## config.mk

```make
export PLATFORM = sky130hd
export DESIGN_NAME = dma_csr_axil_slave_flat
export DESIGN_NICKNAME = d
export VERILOG_FILES = /design/src/rtl/dma_csr_axil_slave_if.sv /design/src/rtl/dma_csr_axil_slave.sv /design/src/flat_wrapper.sv
export SDC_FILE = /design/constraint.sdc
export NUM_CORES = 1
export LEC_CHECK = 0
export ABC_AREA = 1
export CAP_MARGIN = 15
export CORE_MARGIN = 2
export CORE_UTILIZATION = 46
export DETAILED_ROUTE_END_ITERATION = 10
export HOLD_SLACK_MARGIN = 0.05
export PLACE_DENSITY = 0.82
export SYNTH_ARGS = -nofsm -noshare
export SYNTH_HDL_FRONTEND = slang
export SYNTH_SLANG_ARGS = --single-unit
```

## constraint.sdc

```tcl
create_clock -name ACLK -period 1.68 [get_ports ACLK]
set_input_delay 0.252 -clock ACLK [delete_from_list [all_inputs] [get_ports ACLK]]
set_output_delay 0.252 -clock ACLK [all_outputs]
set_load 0.02 [all_outputs]
```

## src/rtl/dma_csr_axil_slave_if.sv

```systemverilog
// AXI4-Lite bus bundle for the DMA CSR slave port.
// The master drives address/data/ready-for-response; the slave answers.
interface dma_csr_axil_slave_if #(
  parameter int ADDR_WIDTH = 32,
  parameter int DATA_WIDTH = 32
);
  logic [ADDR_WIDTH-1:0]   AWADDR;
  logic                    AWVALID;
  logic                    AWREADY;
  logic [DATA_WIDTH-1:0]   WDATA;
  logic [DATA_WIDTH/8-1:0] WSTRB;
  logic                    WVALID;
  logic                    WREADY;
  logic [1:0]              BRESP;
  logic                    BVALID;
  logic                    BREADY;
  logic [ADDR_WIDTH-1:0]   ARADDR;
  logic                    ARVALID;
  logic                    ARREADY;
  logic [DATA_WIDTH-1:0]   RDATA;
  logic [1:0]              RRESP;
  logic                    RVALID;
  logic                    RREADY;

  modport master (
    output AWADDR, AWVALID, WDATA, WSTRB, WVALID, BREADY, ARADDR, ARVALID, RREADY,
    input  AWREADY, WREADY, BRESP, BVALID, ARREADY, RDATA, RRESP, RVALID
  );

  modport slave (
    input  AWADDR, AWVALID, WDATA, WSTRB, WVALID, BREADY, ARADDR, ARVALID, RREADY,
    output AWREADY, WREADY, BRESP, BVALID, ARREADY, RDATA, RRESP, RVALID
  );
endinterface

```

## src/rtl/dma_csr_axil_slave.sv

```systemverilog
// AXI4-Lite CSR block for the DMA engine: descriptor registers, start pulse,
// sticky DONE/ERR flags and a level interrupt.
module dma_csr_axil_slave #(
  parameter int ADDR_WIDTH = 32,
  parameter int DATA_WIDTH = 32,
  parameter int LEN_WIDTH  = 16
) (
  input  logic                  ACLK,
  input  logic                  ARESET,
  dma_csr_axil_slave_if.slave   s_axil,
  output logic                  dma_start_o,
  output logic [ADDR_WIDTH-1:0] dma_src_o,
  output logic [ADDR_WIDTH-1:0] dma_dst_o,
  output logic [LEN_WIDTH-1:0]  dma_len_o,
  input  logic                  dma_busy_i,
  input  logic                  dma_done_i,
  input  logic                  dma_err_i,
  output logic                  irq_o
);
  localparam int SW = DATA_WIDTH / 8;
  localparam logic [1:0] RESP_OKAY   = 2'b00;
  localparam logic [1:0] RESP_SLVERR = 2'b10;

  typedef enum logic {W_IDLE, W_RESP} w_state_e;
  typedef enum logic {R_IDLE, R_DATA} r_state_e;

  w_state_e              w_state_q, w_state_d;
  r_state_e              r_state_q, r_state_d;
  logic                  awready_q, awready_d;
  logic                  wready_q, wready_d;
  logic                  arready_q, arready_d;
  logic                  aw_got_q, aw_got_d;
  logic                  w_got_q, w_got_d;
  logic [2:0]            aw_idx_q, aw_idx_d;
  logic [DATA_WIDTH-1:0] wdata_q, wdata_d;
  logic [SW-1:0]         wstrb_q, wstrb_d;
  logic                  bvalid_q, bvalid_d;
  logic [1:0]            bresp_q, bresp_d;
  logic                  rvalid_q, rvalid_d;
  logic [1:0]            rresp_q, rresp_d;
  logic [DATA_WIDTH-1:0] rdata_q, rdata_d;
  logic                  irq_en_q, irq_en_d;
  logic                  done_q, done_d;
  logic                  err_q, err_d;
  logic                  start_q, start_d;
  logic                  irq_q, irq_d;
  logic [DATA_WIDTH-1:0] src_q, src_d;
  logic [DATA_WIDTH-1:0] dst_q, dst_d;
  logic [LEN_WIDTH-1:0]  len_q, len_d;

  logic                  aw_fire, w_fire, ar_fire, wr_commit;
  logic [2:0]            wr_idx, rd_idx;
  logic [DATA_WIDTH-1:0] wr_data, rd_val;
  logic [SW-1:0]         wr_strb;
  logic                  rd_err, start_err, done_clr, err_clr;
  logic                  unused_addr_bits;

  function automatic logic [DATA_WIDTH-1:0] merge_bytes(
    input logic [DATA_WIDTH-1:0] old_v,
    input logic [DATA_WIDTH-1:0] new_v,
    input logic [SW-1:0]         strb
  );
    logic [DATA_WIDTH-1:0] res;
    res = old_v;
    for (int b = 0; b < SW; b++)
      if (strb[b]) res[8*b +: 8] = new_v[8*b +: 8];
    return res;
  endfunction

  // AW and W may arrive in any order; whichever completes second is taken live.
  assign aw_fire   = s_axil.AWVALID & awready_q;
  assign w_fire    = s_axil.WVALID & wready_q;
  assign ar_fire   = s_axil.ARVALID & arready_q;
  assign wr_idx    = aw_fire ? s_axil.AWADDR[4:2] : aw_idx_q;
  assign wr_data   = w_fire ? s_axil.WDATA : wdata_q;
  assign wr_strb   = w_fire ? s_axil.WSTRB : wstrb_q;
  assign wr_commit = (w_state_q == W_IDLE) & (aw_got_q | aw_fire) & (w_got_q | w_fire);
  assign rd_idx    = s_axil.ARADDR[4:2];

  assign unused_addr_bits = ^{s_axil.AWADDR[ADDR_WIDTH-1:5], s_axil.AWADDR[1:0],
                              s_axil.ARADDR[ADDR_WIDTH-1:5], s_axil.ARADDR[1:0]};

  always_comb begin
    w_state_d = w_state_q;
    awready_d = awready_q;
    wready_d  = wready_q;
    aw_got_d  = aw_got_q;
    w_got_d   = w_got_q;
    aw_idx_d  = aw_idx_q;
    wdata_d   = wdata_q;
    wstrb_d   = wstrb_q;
    bvalid_d  = bvalid_q;
    bresp_d   = bresp_q;
    case (w_state_q)
      W_IDLE: begin
        if (aw_fire) begin
          aw_got_d = 1'b1;
          aw_idx_d = s_axil.AWADDR[4:2];
        end
        if (w_fire) begin
          w_got_d = 1'b1;
          wdata_d = s_axil.WDATA;
          wstrb_d = s_axil.WSTRB;
        end
        awready_d = ~(aw_got_q | aw_fire);
        wready_d  = ~(w_got_q | w_fire);
        if (wr_commit) begin
          w_state_d = W_RESP;
          bvalid_d  = 1'b1;
          bresp_d   = (wr_idx >= 3'd5) ? RESP_SLVERR : RESP_OKAY;
          aw_got_d  = 1'b0;
          w_got_d   = 1'b0;
          awready_d = 1'b0;
          wready_d  = 1'b0;
        end
      end
      W_RESP: begin
        awready_d = 1'b0;
        wready_d  = 1'b0;
        if (s_axil.BREADY) begin
          w_state_d = W_IDLE;
          bvalid_d  = 1'b0;
          bresp_d   = RESP_OKAY;
        end
      end
      default: w_state_d = W_IDLE;
    endcase
  end

  always_comb begin
    irq_en_d  = irq_en_q;
    src_d     = src_q;
    dst_d     = dst_q;
    len_d     = len_q;
    start_d   = 1'b0;
    start_err = 1'b0;
    done_clr  = 1'b0;
    err_clr   = 1'b0;
    if (wr_commit) begin
      case (wr_idx)
        3'd0: if (wr_strb[0]) begin
          irq_en_d = wr_data[1];
          // A start request while the engine is busy is silently dropped.
          if (wr_data[0] && !dma_busy_i) begin
            if (len_q == '0) start_err = 1'b1;
            else             start_d   = 1'b1;
          end
        end
        3'd1: if (wr_strb[0]) begin
          done_clr = wr_data[1];
          err_clr  = wr_data[2];
        end
        3'd2: src_d = merge_bytes(src_q, wr_data, wr_strb);
        3'd3: dst_d = merge_bytes(dst_q, wr_data, wr_strb);
        3'd4: len_d = LEN_WIDTH'(merge_bytes(DATA_WIDTH'(len_q), wr_data, wr_strb));
        default: ;
      endcase
    end
    done_d = (done_q & ~done_clr) | dma_done_i;
    err_d  = (err_q & ~err_clr) | dma_err_i | start_err;
    irq_d  = irq_en_q & (done_q | err_q);
  end

  always_comb begin
    rd_val = '0;
    rd_err = 1'b0;
    case (rd_idx)
      3'd0: rd_val[1] = irq_en_q;
      3'd1: begin
        rd_val[0] = dma_busy_i;
        rd_val[1] = done_q;
        rd_val[2] = err_q;
      end
      3'd2: rd_val = src_q;
      3'd3: rd_val = dst_q;
      3'd4: rd_val[LEN_WIDTH-1:0] = len_q;
      default: rd_err = 1'b1;
    endcase
  end

  always_comb begin
    r_state_d = r_state_q;
    arready_d = arready_q;
    rvalid_d  = rvalid_q;
    rresp_d   = rresp_q;
    rdata_d   = rdata_q;
    case (r_state_q)
      R_IDLE: begin
        arready_d = 1'b1;
        if (ar_fire) begin
          arready_d = 1'b0;
          r_state_d = R_DATA;
          rvalid_d  = 1'b1;
          rdata_d   = rd_val;
          rresp_d   = rd_err ? RESP_SLVERR : RESP_OKAY;
        end
      end
      R_DATA: begin
        arready_d = 1'b0;
        if (s_axil.RREADY) begin
          r_state_d = R_IDLE;
          rvalid_d  = 1'b0;
          arready_d = 1'b1;
        end
      end
      default: r_state_d = R_IDLE;
    endcase
  end

  always_ff @(posedge ACLK) begin
    if (ARESET) begin
      w_state_q <= W_IDLE;
      r_state_q <= R_IDLE;
      awready_q <= 1'b0;
      wready_q  <= 1'b0;
      arready_q <= 1'b0;
      aw_got_q  <= 1'b0;
      w_got_q   <= 1'b0;
      aw_idx_q  <= '0;
      wdata_q   <= '0;
      wstrb_q   <= '0;
      bvalid_q  <= 1'b0;
      bresp_q   <= '0;
      rvalid_q  <= 1'b0;
      rresp_q   <= '0;
      rdata_q   <= '0;
      irq_en_q  <= 1'b0;
      done_q    <= 1'b0;
      err_q     <= 1'b0;
      start_q   <= 1'b0;
      irq_q     <= 1'b0;
      src_q     <= '0;
      dst_q     <= '0;
      len_q     <= '0;
    end else begin
      w_state_q <= w_state_d;
      r_state_q <= r_state_d;
      awready_q <= awready_d;
      wready_q  <= wready_d;
      arready_q <= arready_d;
      aw_got_q  <= aw_got_d;
      w_got_q   <= w_got_d;
      aw_idx_q  <= aw_idx_d;
      wdata_q   <= wdata_d;
      wstrb_q   <= wstrb_d;
      bvalid_q  <= bvalid_d;
      bresp_q   <= bresp_d;
      rvalid_q  <= rvalid_d;
      rresp_q   <= rresp_d;
      rdata_q   <= rdata_d;
      irq_en_q  <= irq_en_d;
      done_q    <= done_d;
      err_q     <= err_d;
      start_q   <= start_d;
      irq_q     <= irq_d;
      src_q     <= src_d;
      dst_q     <= dst_d;
      len_q     <= len_d;
    end
  end

  assign s_axil.AWREADY = awready_q;
  assign s_axil.WREADY  = wready_q;
  assign s_axil.BVALID  = bvalid_q;
  assign s_axil.BRESP   = bresp_q;
  assign s_axil.ARREADY = arready_q;
  assign s_axil.RVALID  = rvalid_q;
  assign s_axil.RRESP   = rresp_q;
  assign s_axil.RDATA   = rdata_q;
  assign dma_start_o    = start_q;
  assign dma_src_o      = ADDR_WIDTH'(src_q);
  assign dma_dst_o      = ADDR_WIDTH'(dst_q);
  assign dma_len_o      = len_q;
  assign irq_o          = irq_q;
endmodule

```

## src/flat_wrapper.sv

```systemverilog
// flat-port wrapper written by rule: the top's interface ports become plain ports
module dma_csr_axil_slave_flat 
#(
  parameter int ADDR_WIDTH = 32,
  parameter int DATA_WIDTH = 32,
  parameter int LEN_WIDTH  = 16
)
  (ACLK, ARESET, dma_start_o, dma_src_o, dma_dst_o, dma_len_o, dma_busy_i, dma_done_i, dma_err_i, irq_o, s_axil_AWADDR, s_axil_AWVALID, s_axil_WDATA, s_axil_WSTRB, s_axil_WVALID, s_axil_BREADY, s_axil_ARADDR, s_axil_ARVALID, s_axil_RREADY, s_axil_AWREADY, s_axil_WREADY, s_axil_BRESP, s_axil_BVALID, s_axil_ARREADY, s_axil_RDATA, s_axil_RRESP, s_axil_RVALID);
  dma_csr_axil_slave_if #(.ADDR_WIDTH(ADDR_WIDTH), .DATA_WIDTH(DATA_WIDTH)) s_axil_i ();
  input  logic ACLK;
  input  logic ARESET;
  output logic dma_start_o;
  output logic [ADDR_WIDTH-1:0] dma_src_o;
  output logic [ADDR_WIDTH-1:0] dma_dst_o;
  output logic [LEN_WIDTH-1:0] dma_len_o;
  input  logic dma_busy_i;
  input  logic dma_done_i;
  input  logic dma_err_i;
  output logic irq_o;
  input wire logic [$bits(s_axil_i.AWADDR)-1:0] s_axil_AWADDR;
  input wire logic [$bits(s_axil_i.AWVALID)-1:0] s_axil_AWVALID;
  input wire logic [$bits(s_axil_i.WDATA)-1:0] s_axil_WDATA;
  input wire logic [$bits(s_axil_i.WSTRB)-1:0] s_axil_WSTRB;
  input wire logic [$bits(s_axil_i.WVALID)-1:0] s_axil_WVALID;
  input wire logic [$bits(s_axil_i.BREADY)-1:0] s_axil_BREADY;
  input wire logic [$bits(s_axil_i.ARADDR)-1:0] s_axil_ARADDR;
  input wire logic [$bits(s_axil_i.ARVALID)-1:0] s_axil_ARVALID;
  input wire logic [$bits(s_axil_i.RREADY)-1:0] s_axil_RREADY;
  output wire logic [$bits(s_axil_i.AWREADY)-1:0] s_axil_AWREADY;
  output wire logic [$bits(s_axil_i.WREADY)-1:0] s_axil_WREADY;
  output wire logic [$bits(s_axil_i.BRESP)-1:0] s_axil_BRESP;
  output wire logic [$bits(s_axil_i.BVALID)-1:0] s_axil_BVALID;
  output wire logic [$bits(s_axil_i.ARREADY)-1:0] s_axil_ARREADY;
  output wire logic [$bits(s_axil_i.RDATA)-1:0] s_axil_RDATA;
  output wire logic [$bits(s_axil_i.RRESP)-1:0] s_axil_RRESP;
  output wire logic [$bits(s_axil_i.RVALID)-1:0] s_axil_RVALID;
  assign s_axil_i.AWADDR = s_axil_AWADDR;
  assign s_axil_i.AWVALID = s_axil_AWVALID;
  assign s_axil_i.WDATA = s_axil_WDATA;
  assign s_axil_i.WSTRB = s_axil_WSTRB;
  assign s_axil_i.WVALID = s_axil_WVALID;
  assign s_axil_i.BREADY = s_axil_BREADY;
  assign s_axil_i.ARADDR = s_axil_ARADDR;
  assign s_axil_i.ARVALID = s_axil_ARVALID;
  assign s_axil_i.RREADY = s_axil_RREADY;
  assign s_axil_AWREADY = s_axil_i.AWREADY;
  assign s_axil_WREADY = s_axil_i.WREADY;
  assign s_axil_BRESP = s_axil_i.BRESP;
  assign s_axil_BVALID = s_axil_i.BVALID;
  assign s_axil_ARREADY = s_axil_i.ARREADY;
  assign s_axil_RDATA = s_axil_i.RDATA;
  assign s_axil_RRESP = s_axil_i.RRESP;
  assign s_axil_RVALID = s_axil_i.RVALID;
  dma_csr_axil_slave #(.ADDR_WIDTH(ADDR_WIDTH), .DATA_WIDTH(DATA_WIDTH), .LEN_WIDTH(LEN_WIDTH)) u_core (.ACLK(ACLK), .ARESET(ARESET), .s_axil(s_axil_i), .dma_start_o(dma_start_o), .dma_src_o(dma_src_o), .dma_dst_o(dma_dst_o), .dma_len_o(dma_len_o), .dma_busy_i(dma_busy_i), .dma_done_i(dma_done_i), .dma_err_i(dma_err_i), .irq_o(irq_o));
endmodule
```

==> summary.txt, run 1 <==
yosys + openroad results -> ys flop type dfxtp_1, Critical Path Max Stage Delay 0.62 ns, Peak Freq 601 MHz, cts hold-fix bufs 0, CTS tree built, Final Wtd Congestion 0.945, pre-CTS WS -0.486 ns, Final ANT Viol Nets 0, HP Start ARESET, Critical R2R Launch u_core.s_axil.AWREADY$_SDFF_PP0_, max_cap viols 0, Reg-to-Reg End u_core.dma_src_o[5]$_SDFFE_PP0P_, post-DR wirelength/cell 15.3 um, maximum clock path buffer count 2, data required time of the worst path 1.43 ns, number of port buffers 172, P&R area growth vs syn 43.5%, Top-area cell share 47.9%, Setup crit end kind primary output, first-pass GRT wire length 32.8 mm, num ports 233, critical path type reg2out, clock sinks 167, DRC Markers 0, r2r setup slk 0.06 ns, Top Layout Cells nand2_1, dfxtp_1, clkdlybuf4s50_1, Cells after Synth 973, Die X 127 um, top cells, area dfxtp_1, nand2_1, a21oi_1, Syn Area/Cell 7.17 sq um, hold path cells 3, yosys warns 0, flops out of synthesis 167, worst hold path endpoint u_core.irq_o$_SDFF_PP0_, status completed, synth unique cells 28, row cnt 45, Startpoint Class flop, Synth top cell by count nand2_1, largest net degree at the start of global routing 69, top cells by count nand2_1, dfxtp_1, a21oi_1, Hold Violations, Final 0, Total Routing Usage GR 25.7%, cell count of the worst reg-to-reg path 10, CP delay by family, top buffers and inverters, Period minus WS final 1.66 ns, Max VDD drop 808 uV, worst path buffer plus inverter count 1, Nets 1,283, leading area contributor after synthesis dfxtp_1, Hold WC Path Type in2reg, Slew Limit Fails 0, cell area after synthesis 6970 sq um, cycle use final 99.0%, CP arrival 1.41 ns, hpwl dp 15.2 mm, sequential area share after synthesis 47.9%, DR vias/cell 5.21, Yosys chip area 6970 sq um, Worst-path clk slew 0.06 ns, Async SR Flop Fraction 0%, slowest cell on the critical path clkdlybuf4s50_1, clk ins delay skew pair 0.44 ns, DRT iter0 DRCs 805, RSZ-0062 raised after global routing yes, core footprint 15,000 sq um, initial antenna violation count 1, tool warnings 85, leakage 4.62 nW, crit-path cells clkdlybuf4s50_1, ys cells 973, floorplan core density 46.4%, number of synthesized flops with an enable pin 0, most used logic cell in the final layout nand2_1, endpoints failing setup 0, layout cell share with drive strength beyond 1 10.7%, Die H 127 um, clk root buf clkbuf_16, gr ovfl total 0, vias in the first global route 6,469, fin util 66.6%, worst-path fanout max 2, htree depth 4, die area 16,200 sq um, final setup margin 0.0175 ns, 1st-pass router iterations 6, power density over cell area 936 nW/um^2
-- run 1: sequential cells by signal (all words and copies together), names as in the netlist, 3 cells and up --
signal and cells:
u_core.s_axil.RDATA 32, u_core.dma_src_o 32, u_core.wstrb_q 4, u_core.aw_idx_q 3, u_core.dma_dst_o 32, u_core.dma_len_o 16
u_core.wdata_q 32
-- run 1: through the flow --
step                      hold slack [ns]  setup TNS, ns  total power [mW]  instance area, sq um  std cells
after global routing                0.332        -0.0693              9.68                 10000       1375
final                               0.320              0              9.37                 10000       1375
after CTS                           0.311              0              9.34                  9820       1371
after global placement              0.418         -27.57              5.28                  9230       1339
after detailed placement            0.435         -32.43              5.30                  9230       1339
after floorplan                     0.351              0              4.80                  6980        974
-- run 1: report_power, final --
group | internal (mW) | leakage (nW) | switching (mW) | total (mW)
clock network | 2.55 | 0.301 | 1.54 | 4.09
logic | 0.468 | 2.96 | 0.666 | 1.13
registers | 4.08 | 1.35 | 0.0628 | 4.14
total | 7.10 | 4.62 | 2.27 | 9.37
-- run 1: cells by family after synthesis --
family / count (synthesis) / synth area share (%)
simple gates: 395 / 23.1
compound gates: 260 / 20.1
flops: 167 / 47.9
buf+inv: 150 / 8.86
other cells: 1 / 0.0538
-- run 1: tightest hold or removal path, delay by kind of cell --
family	cells	cell delay, ns
buf+inv	2	0.33
simple gates	1	0.12
-- run 1: final cells by class --
class | instances | area (sq um)
inverter | 93 | 350
clock inverter | 9 | 148
clock buffer | 23 | 468
timing repair buffer | 237 | 2380
multi-input combinational | 657 | 3080
fill | 1219 | 5030
tap | 188 | 235
antenna | 1 | 2.50
sequential | 167 | 3350
-- run 1: repair_timing --
item / CTS / global route
cloned: 0 / 0
pin swaps: 0 / 5
endpoints found under the setup margin: 67 / 107
endpoints found under the hold margin: 0 / 0
resized: 25 / 60
buffers inserted: 0 / 3
-- run 1: worst max path at each step --
stage | cells past startpoint | startpoint | end | slack (ns)
finish | 1 | u_core.dma_src_o[26]$_SDFFE_PP0P_ | dma_src_o[26] | 0.02
global route | 10 | u_core.s_axil.AWREADY$_SDFF_PP0_ | u_core.dma_src_o[5]$_SDFFE_PP0P_ | -0.01
floorplan | 9 | u_core.s_axil.AWREADY$_SDFF_PP0_ | u_core.dma_dst_o[14]$_SDFFE_PP0P_ | 0.06
global placement | 9 | s_axil_AWVALID | u_core.dma_src_o[19]$_SDFFE_PP0P_ | -0.43
CTS | 8 | u_core.s_axil.WREADY$_SDFF_PP0_ | u_core.dma_len_o[8]$_SDFFE_PP0P_ | 0.001
detailed placement | 9 | s_axil_AWVALID | u_core.dma_src_o[19]$_SDFFE_PP0P_ | -0.49
-- run 1: metal layers --
| metal | global-route usage (%) | vias up | wire [um] |
|---|---|---|---|
| met3 | 5.61 | 39 | 1420 |
| met4 | 8.40 | 0 | 499 |
| met1 | 34.7 | 3259 | 9360 |
| met2 | 41.4 | 316 | 9770 |
| met5 | 0 | - | 0 |
| li1 | - | 3546 | - |
Run 1, the clock network:
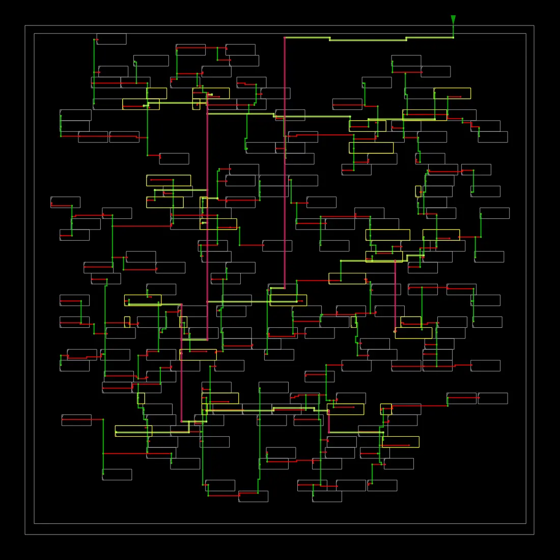
CTS buffer count: 17
skew final: 0.00751 ns
Seq Cell Count: 167

Run 1, signal wires on met4:
Supply wires on this layer in grey.
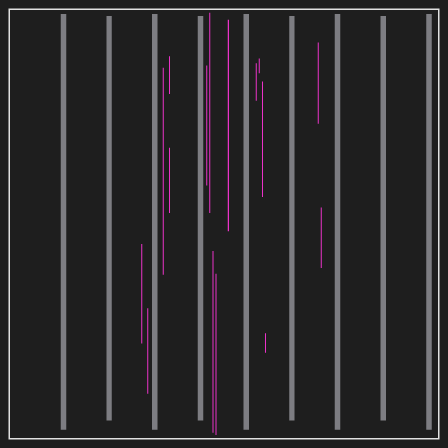
main direction: vertical
wire length on this layer: 500 um
longest straight run: 62.6 um
vias: 7,160
routed wire length: 21.1 mm

Run 1, clock distribution:
The bar under the picture is 50 um long.
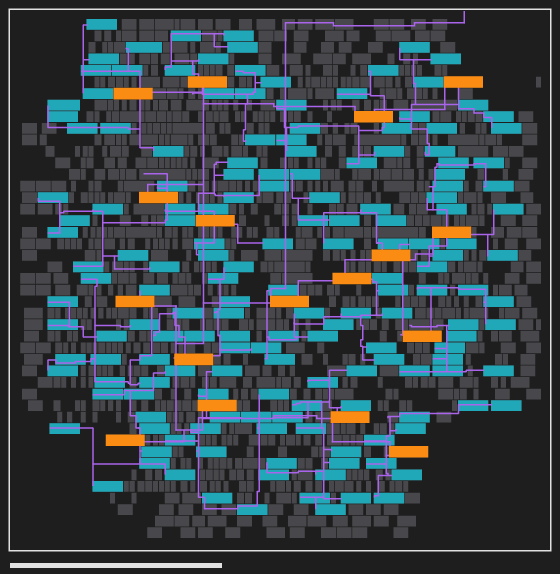
legend:
  orange:
    item: clock drivers
    count: 17
  cyan:
    item: flip-flops
    count: 167
  purple:
    item: clock wires
    length: 1,890 um
flops lie: all over the die

Run 1, sequential cells coloured by netlist name:
Other sequential cells in the stronger grey, the rest of the logic in the fainter grey.
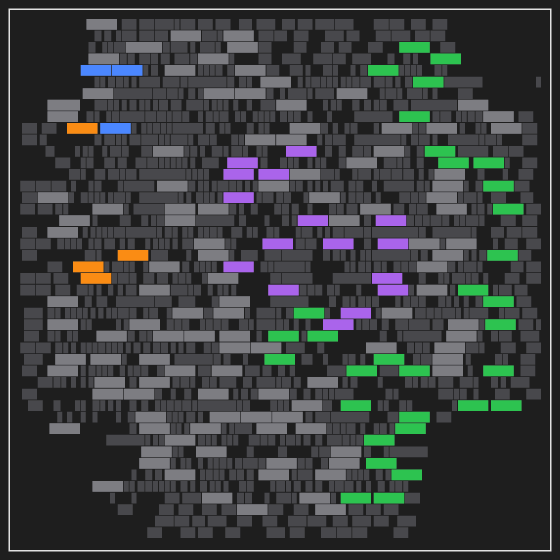
legend:
  blue:
    netlist_name: u_core.aw_idx_q
    flops: 3
  purple:
    netlist_name: u_core.dma_len_o
    flops: 16
    where: centre
  green:
    netlist_name: u_core.s_axil.RDATA
    flops: 32
  orange:
    netlist_name: u_core.wstrb_q
    flops: 4
    where: middle left

Run 1, sizing map:
The bar under the picture is 50 um long.
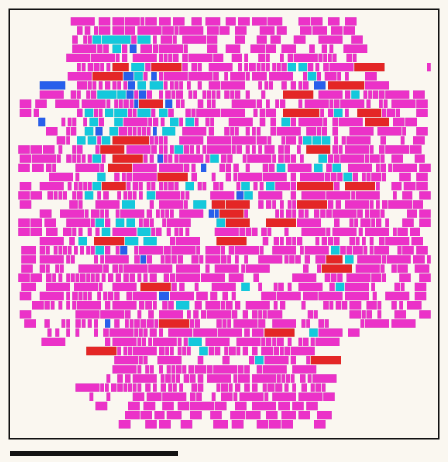

==> run 1 -> run 2 <==
Clock period 1.68 ns to 1.9 ns, I/O delays scaled along.
Run 2, sizing map:
The bar under the picture is 50 um long.
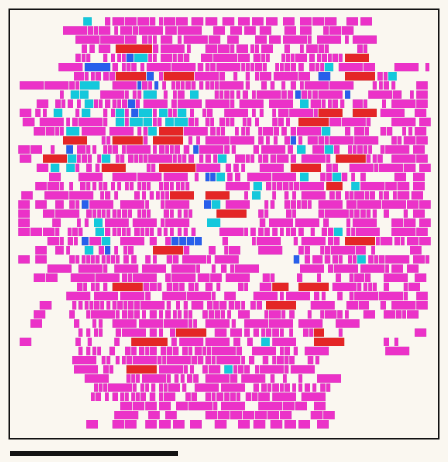
legend:
  cyan:
    size: _3 and _4 cells
    cells: 48
    share: 4.1%
    most_used: buf_4
  blue:
    size: _2 cells
    cells: 24
    share: 2.1%
    most_used: nand2_2
  red:
    size: _6 and larger
    cells: 32
    share: 2.7%
    most_used: clkbuf_16
  magenta:
    size: _0 and _1 cells
    cells: 1,065
    share: 91%
    most_used: nand2_1
final setup margin: 0.0908 ns
post-route cell area: 9740 sq um

Run 2, sequential cells coloured by netlist name:
Other sequential cells in the stronger grey, the rest of the logic in the fainter grey.
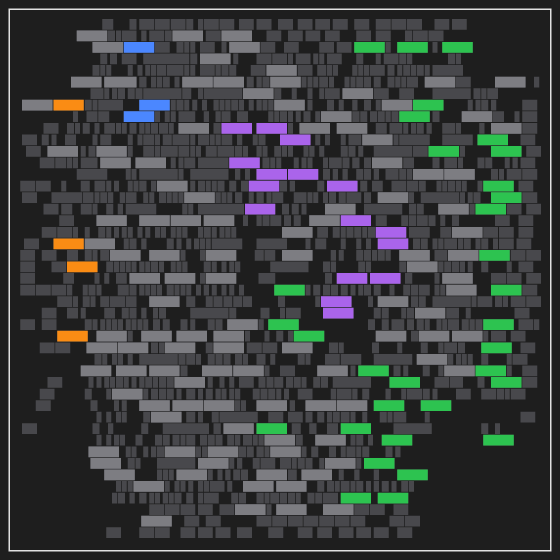
legend:
  purple:
    netlist_name: u_core.dma_len_o
    flops: 16
  green:
    netlist_name: u_core.s_axil.RDATA
    flops: 32
  orange:
    netlist_name: u_core.wstrb_q
    flops: 4
    where: middle left
  blue:
    netlist_name: u_core.aw_idx_q
    flops: 3
not coloured: 112
Seq/total area: 34.4%
P_seq: 3.66 mW

==> run 2 against run 1 <==
Global-route usage is 0.39 points lower. Routed wire length shrank 3.2%. Sequential cell count is the same. Area after synthesis stayed put. Largest cell class unchanged.
==> summary.txt, run 2 <==
yosys + openroad results -> top cells by count nand2_1, dfxtp_1, a21oi_1, hpwl dp 14.7 mm (-3.5%), 1st-pass router iterations 5 (-1), largest net degree at the start of global routing 69 (unchanged), Hold Violations, Final 0 (unchanged), critical path type reg2out, Die H 127 um (unchanged), cell count of the worst reg-to-reg path 8 (-2), leakage 3.76 nW (-19%), post-DR wirelength/cell 15.0 um (-2.0%), fin util 64.8% (-1.8 points), Cells after Synth 973 (unchanged), Top-area cell share 47.9% (unchanged), CP arrival 1.52 ns (+0.11 ns), Nets 1,267 (-1.2%), clk root buf clkbuf_16, CTS tree built, Yosys chip area 6970 sq um (unchanged), Async SR Flop Fraction 0% (unchanged), most used logic cell in the final layout nand2_1, actual slew at the worst max-slew pin 0.733 ns, floorplan core density 46.4% (unchanged), htree depth 4 (unchanged), worst hold path endpoint u_core.dma_len_o[5]$_SDFFE_PP0P_, yosys warns 0 (unchanged), Die X 127 um (unchanged), placed cells 1,326 (-0.97%), Startpoint Class flop, power density over cell area 829 nW/um^2 (-11%), vias 7,052 (-1.5%), cycle use final 95.2%, synth unique cells 28 (unchanged), Critical Path Max Stage Delay 0.65 ns (+0.03 ns), CTS buffer count 17 (unchanged), Reg-to-Reg End u_core.dma_src_o[13]$_SDFFE_PP0P_, Final Wtd Congestion 0.903 (-4.5%), Slew Limit Fails 0 (unchanged), data required time of the worst path 1.62 ns (+0.19 ns), die area 16,200 sq um (unchanged), worst-path fanout max 4 (+2), hold path cells 4 (+1), Filler Cell Count 1,245 (+2.1%), total power 8.07 mW (-14%), worst path buffer plus inverter count 1 (unchanged), endpoints failing setup 0 (unchanged), skew final 0.00380 ns (-0.00371 ns), leading area contributor after synthesis dfxtp_1, number of port buffers 172 (unchanged), Hold WC Path Type in2reg, crit-path cells clkdlybuf4s50_1, tool warnings 84 (-1.2%), Final ANT Viol Nets 0 (unchanged), layout cell share with drive strength beyond 1 8.90% (-1.8 points), Max VDD drop 629 uV (-22%), DRC Markers 0 (unchanged), number of synthesized flops with an enable pin 0 (unchanged), DR vias/cell 5.19 (-0.28%), Total Routing Usage GR 25.4% (-0.39 points), cts hold-fix bufs 0 (unchanged), Critical R2R Launch u_core.s_axil.AWREADY$_SDFF_PP0_, Synth top cell by count nand2_1, gr ovfl total 0 (unchanged), RSZ-0062 raised after global routing no, Rel. slew slack 51.1%, Syn Area/Cell 7.17 sq um (unchanged), maximum clock path buffer count 2 (unchanged), Worst-path clk slew 0.06 ns (about the same), num ports 233 (unchanged), Peak Freq 553 MHz, DRT iter0 DRCs 621 (-23%), Setup crit end kind primary output, register area 3340 sq um (-0.11%), row cnt 45 (unchanged), slowest cell on the critical path clkdlybuf4s50_1, cell area after synthesis 6970 sq um (unchanged), clk ins delay skew pair 0.42 ns (-0.02 ns), clock sinks 167 (unchanged), combinational gate area 3020 sq um (-2.0%), vias in the first global route 6,504 (+0.54%), HP Start ARESET, first-pass GRT wire length 32.6 mm (-0.76%), Top Layout Cells nand2_1, clkdlybuf4s50_1, dfxtp_1, ys flop type dfxtp_1, final std cells w/o fill 1,358 (-1.2%), CP delay by family, top buffers and inverters, routed wire length 20.4 mm (-3.2%), r2r setup slk 0.21 ns (+0.15 ns), sequential area share after synthesis 47.9% (unchanged), top cells, area dfxtp_1, nand2_1, a21oi_1, flops out of synthesis 167 (unchanged), status completed, core footprint 15,000 sq um (unchanged), ys cells 973 (unchanged), initial antenna violation count 1 (unchanged), P&R area growth vs syn 39.6%, Period minus WS final 1.81 ns, max_cap viols 0 (unchanged)
[run 2: cell count changes in the layout (fill, tap and decap cells not counted), moves of 3 or more]
cell	before	now
clkdlybuf4s50_1	116	171
buf_4	55	40
o21ai_0	92	104
nand2_1	236	239
o21ai_1	14	4
dlymetal6s2s_1	33	0
dlygate4sd2_1	22	0
nand2_4	8	4
[run 2: final cells by class]
class,count,share of cell area [%]
Timing Repair Buffer,221,22.6
Inverter,93,3.60
Clock inverter,9,1.27
Multi-Input combinational cell,657,31.0
Tap cell,188,2.42
Clock buffer,22,4.77
Antenna cell,1,0.0257
Sequential cell,167,34.4
[run 2: per-layer routing]
layer	part of all wire (%)	GRT usage, %	vias up
li1	-	-	3526
met1	45	35.1	3179
met2	46	39.3	305
met5	0	0	-
met4	2.9	11.2	0
met3	6.4	4.10	42
[run 2: cells by family after synthesis]
group,after synthesis,share of synthesized area (%)
simple gates,395,23.1
buf+inv,150,8.86
compound gates,260,20.1
other cells,1,0.0538
flops,167,47.9
[run 2: worst min-delay path, cell delays in order]
cell and delay, ns:
buf_2 0.09, inv_2 0.13, o21ai_0 0.11, nor2_1 0.04
[run 2: worst max path at each step]
stage,to,cells past startpoint,startpoint
after floorplan,u_core.dma_dst_o[14]$_SDFFE_PP0P_,9,u_core.s_axil.AWREADY$_SDFF_PP0_
after global placement,u_core.dma_src_o[22]$_SDFFE_PP0P_,9,s_axil_AWVALID
after detailed placement,u_core.dma_src_o[22]$_SDFFE_PP0P_,9,s_axil_AWVALID
after CTS,dma_len_o[15],1,u_core.dma_len_o[15]$_SDFFE_PP0P_
after global routing,u_core.dma_src_o[29]$_SDFFE_PP0P_,9,s_axil_AWVALID
final,dma_len_o[15],1,u_core.dma_len_o[15]$_SDFFE_PP0P_
[run 2: repair_timing]
action / 4_1_cts / 5_1_grt
buffers inserted: 0 / 0
endpoints found under the setup margin: 0 / 1
hold endpoints to repair: 0 / 0
gates resized: 0 / 1
[run 2: stage by stage]
step | hold slack [ns] | setup WS (ns) | TNS, ns | cell area, sq um
3_3_place_gp | 0.417 | -0.159 | -9.48 | 9140
6_report | 0.286 | 0.0908 | 0 | 9740
4_1_cts | 0.278 | 0.0755 | 0 | 9730
3_5_place_dp | 0.430 | -0.218 | -12.92 | 9140
2_1_floorplan | 0.384 | 0.278 | 0 | 6980
5_1_grt | 0.314 | 0.0248 | 0 | 9740
[run 2: where the power goes]
group          internal, mW  switching [mW]
clock network          2.12            1.35
registers              3.60          0.0524
logic                 0.381           0.560
Power and IR drop assume default switching activity.
